==> config.mk <==
export PLATFORM = sky130hd
export DESIGN_NAME = apb_coeff_loader_flat
export DESIGN_NICKNAME = d
export VERILOG_FILES = /design/src/rtl/dfe_cfg_pkg.sv /design/src/rtl/apb_coeff_loader_if.sv /design/src/rtl/apb_beat_gen.sv /design/src/rtl/apb_coeff_loader.sv /design/src/flat_wrapper.sv
export SDC_FILE = /design/constraint.sdc
export NUM_CORES = 1
export LEC_CHECK = 0
export CORE_AREA = 4 4 83 85
export DETAILED_ROUTE_END_ITERATION = 6
export DIE_AREA = 0 0 87 89
export PLACE_DENSITY = 0.83
export SLEW_MARGIN = 10
export SYNTH_ARGS = -nofsm -noshare
export SYNTH_HDL_FRONTEND = slang
export SYNTH_SLANG_ARGS = --single-unit
==> constraint.sdc <==
create_clock -name clk -period 3.05 [get_ports clk]
set_input_delay 0.7625 -clock clk [delete_from_list [all_inputs] [get_ports clk]]
set_output_delay 0.7625 -clock clk [all_outputs]
set_load 0.005 [all_outputs]
**Metal 2**

Drawn at 4 px/µm. Cells faint in the background.
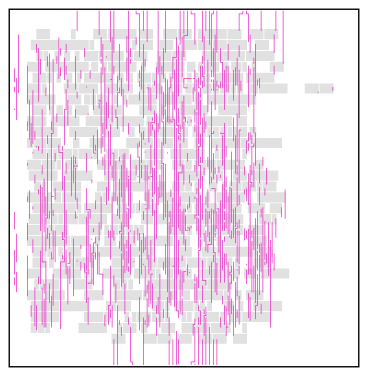
longest straight run: 46.8 µm
wire length on this layer: 3620 µm
share of all routed wire: 51%
nets with wire on the layer: 410
drt total wl: 7088 µm
met2 Use GR: 33.26%
via count: 2653

**Pin map**

Drawn at 6 px/µm. Pins as bars across the die edge, other pins in grey.
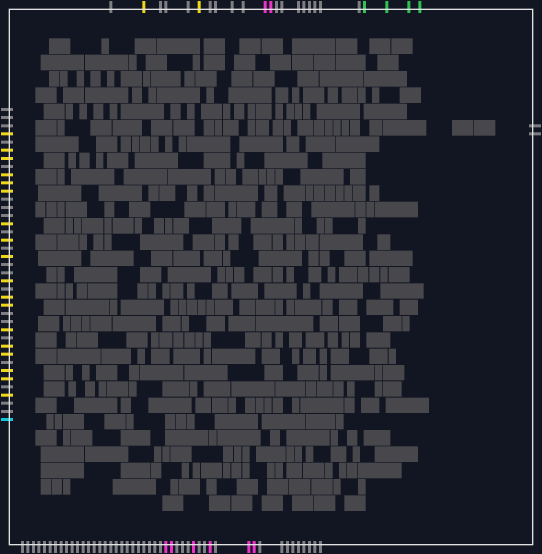
[magenta] base_addr | pins: 8 | direction: input | edge: 6 bottom, 2 top
[green] bus_MSELx | pins: 4 | direction: output | edge: top
[yellow] coeff_data | pins: 20 | direction: input | edge: 18 left, 2 top
[cyan] clk | pins: 1 | direction: input | edge: left
all pins by edge: 47 bottom, 39 left, 24 top, 2 right
Die X: 87 µm
Die Height: 89 µm
PortBufs: 78

==> results.cfg <==
; implementation run metrics
[status]
status = finished, final reports clean

[route]
wl_per_cell_um = 13.95
drt_iter0_drc = 136
drtPass1Iterations = 6
drcViolationCount = 0
postRouteAntennaNets = 0
routed_via_density = 5.222

[yosys]
synth_nets = 432
synthCells = 348
edf_count = 0
yosysChipArea_um2 = 2801
yosysWarningCount = 0
avgSynthCellArea_um2 = 8.050
seq_area_frac_synth_pct = 44.31
ys_cells = 348
syn_area_um2 = 2801
synthArstFlopShare_pct = 0
ys_types = 45
numSynthFlops = 62
synthFlopType = dfxtp_1

[layout]
largest_reg_flops = 20
post-route-util_pct = 61.79
design_area_um2 = 3834
register_area_um2 = 1241
drive_gt1_share_pct = 6.497
nNetsFinal = 510
area.growth.synth_to_final_pct = 36.85
fillers = 526
antenna_cells = 0
logic_area_um2 = 1428
instances_no_fill = 508

[place]
place_hpwl_um = 5345
post-place-ws_ns = 0.5566
dp.cells = 492
place.gp.congestion = 0.8339
placed_cell_area_um2 = 3647

[global_route]
grt_pass1_wl_um = 11720
gr-total-overflow = 0
antenna_found_initial = 0
first_global_vias = 2659
grt_max_degree = 42
grtUsageTotal_pct = 19.41

[critical_path]
rrSetupSlack_ns = 0.68
arrival_ns = 2.65
critical_path.max_fanout = 7
start_kind = flip-flop
worstPathRequired_ns = 3.33
path_delay_family = AND-OR/OR-AND gates
end_kind = flip-flop
path_class = flip-flop to flip-flop
cp_cell_sequence = inv_1 > fa_1 > nor2b_1 > o21ai_0 > a21boi_0 > o21ai_0 > a2111oi_0 > a311o_1
reg2reg_depth = 8
path_buffers = 1
max_stage_delay_ns = 0.50
path_depth = 8
cp_common_cell = o21ai_0
crit_path_top_delay_cell = dfxtp_1

[clock_network]
clockRootBuffer = clkbuf_8
clk_latency_ns = 0.33
cts_max_level = 3
hold_buffers = 0
cts_tree = done
cts_buffer_depth = 2
clk_pin_slew_worst_paths_ns = 0.07
cts_setup_buffers = 0
cts_resized = 0
cts_made_buffers = 9
cts_sinks = 62

[timing]
hold_viol = 0
rsz0062_at_grt = no
setup_violations = 0
worst_clock_skew_ns = 0.007066
final.setup.tns_ns = 0
holdWs_ns = 0.4382
min_period_ns = 2.369
fmax_ghz = 0.4221
fin_crit_sh_pct = 77.68
layout_setup_ws_ns = 0.6808
maxSlewViolCount = 0

[power]
comb_power_share_pct = 14.0
intPower_mw = 1.333
swShare_pct = 25.29
clkPwrFrac_pct = 37.5
p_per_area_nw_per_um2 = 465.3
seqPwrFrac_pct = 48.5
power.net_switching_mw = 0.4511
finalPower_mw = 1.784
power_leakage_nw = 1.417
irDropWorstVdd_v = 0.0003588

[run]
drv_cap = 0
openroad.warnings = 58

[floorplan]
die-area_um2 = 7743
io_pins = 112
fp.coreArea_um2 = 6205
initCoreUtil_pct = 45.15
num_rows = 29

[min_path]
hold_path_depth = 1
worst_hold_path_type = flip-flop to flip-flop
[per-layer routing]
metal  vias to the layer above  routed length, µm  GRT usage, %
met2                        90               3617         33.26
met1                      1219               2651         20.07
met5                         -                  0             0
met3                        21                615         8.295
li1                       1323                  -             -
met4                         0                204         10.62
[power by group through the flow]
stage               Combinational (mW)  Sequential, mW  Clock (mW)
finish                           0.250           0.865       0.669
global route                     0.276           0.868       0.719
CTS                              0.251           0.865       0.684
detailed placement               0.249           0.884           0
global placement                 0.240           0.882           0
floorplan                        0.125           0.880           0
[synthesized netlist by cell type (3+ instances only)]
library cell	n	area [µm²]
a21o_1	3	22.52
nor2_1	16	60.06
ha_1	9	112.6
a21oi_1	44	220.2
a31oi_1	3	18.77
nor3b_1	3	22.52
and3_1	4	25.02
xor2_1	5	43.79
o21ai_0	11	55.05
dfxtp_1	62	1241
nand3_1	7	35.03
nor3_1	6	30.03
nand2_1	103	386.6
clkbuf_1	13	48.80
xnor2_1	11	96.34
inv_1	12	45.04
[layout by cell type, fill, tap and decap left out, drive strengths merged, types with 2 or more instances in the layout]
cell type / netlist / routed
nand2: 103 / 103
clkdlybuf4s50: 0 / 78
dfxtp: 62 / 62
a21oi: 44 / 44
nor2: 16 / 16
clkbuf: 13 / 13
inv: 12 / 12
o21ai: 11 / 11
xnor2: 11 / 11
ha: 9 / 9
nor3: 8 / 8
nand3: 7 / 7
buf: 5 / 7
xor2: 5 / 5
and3: 4 / 4
nor3b: 3 / 3
a21o: 3 / 3
a31oi: 3 / 3
clkinv: 1 / 3
nor2b: 2 / 2
and2: 2 / 2
or4: 2 / 2
a211o: 2 / 2
mux2i: 2 / 2
nor4: 2 / 2
o2111ai: 2 / 2
[cell type report]
class	count	area share (%)
Clock buffer	13	4.406
Tap cell	77	2.513
Timing Repair Buffer	85	21.74
Multi-Input combinational cell	255	37.24
Inverter	13	1.273
Sequential cell	62	32.38
Clock inverter	3	0.4569
[logic make-up (layout without fill, tap and decap cells)]
family,Yosys count,count (layout),synth area share [%]
adders and majority gates,10,10,4.734
DFF,62,62,44.31
other,1,1,0.1339
buffers and inverters,31,114,4.734
and+or+nand+nor,152,152,23.72
AOI/OAI and AO/OA,74,74,16.66
muxes,2,2,0.7146
xor gates and xnor gates,16,16,5.002
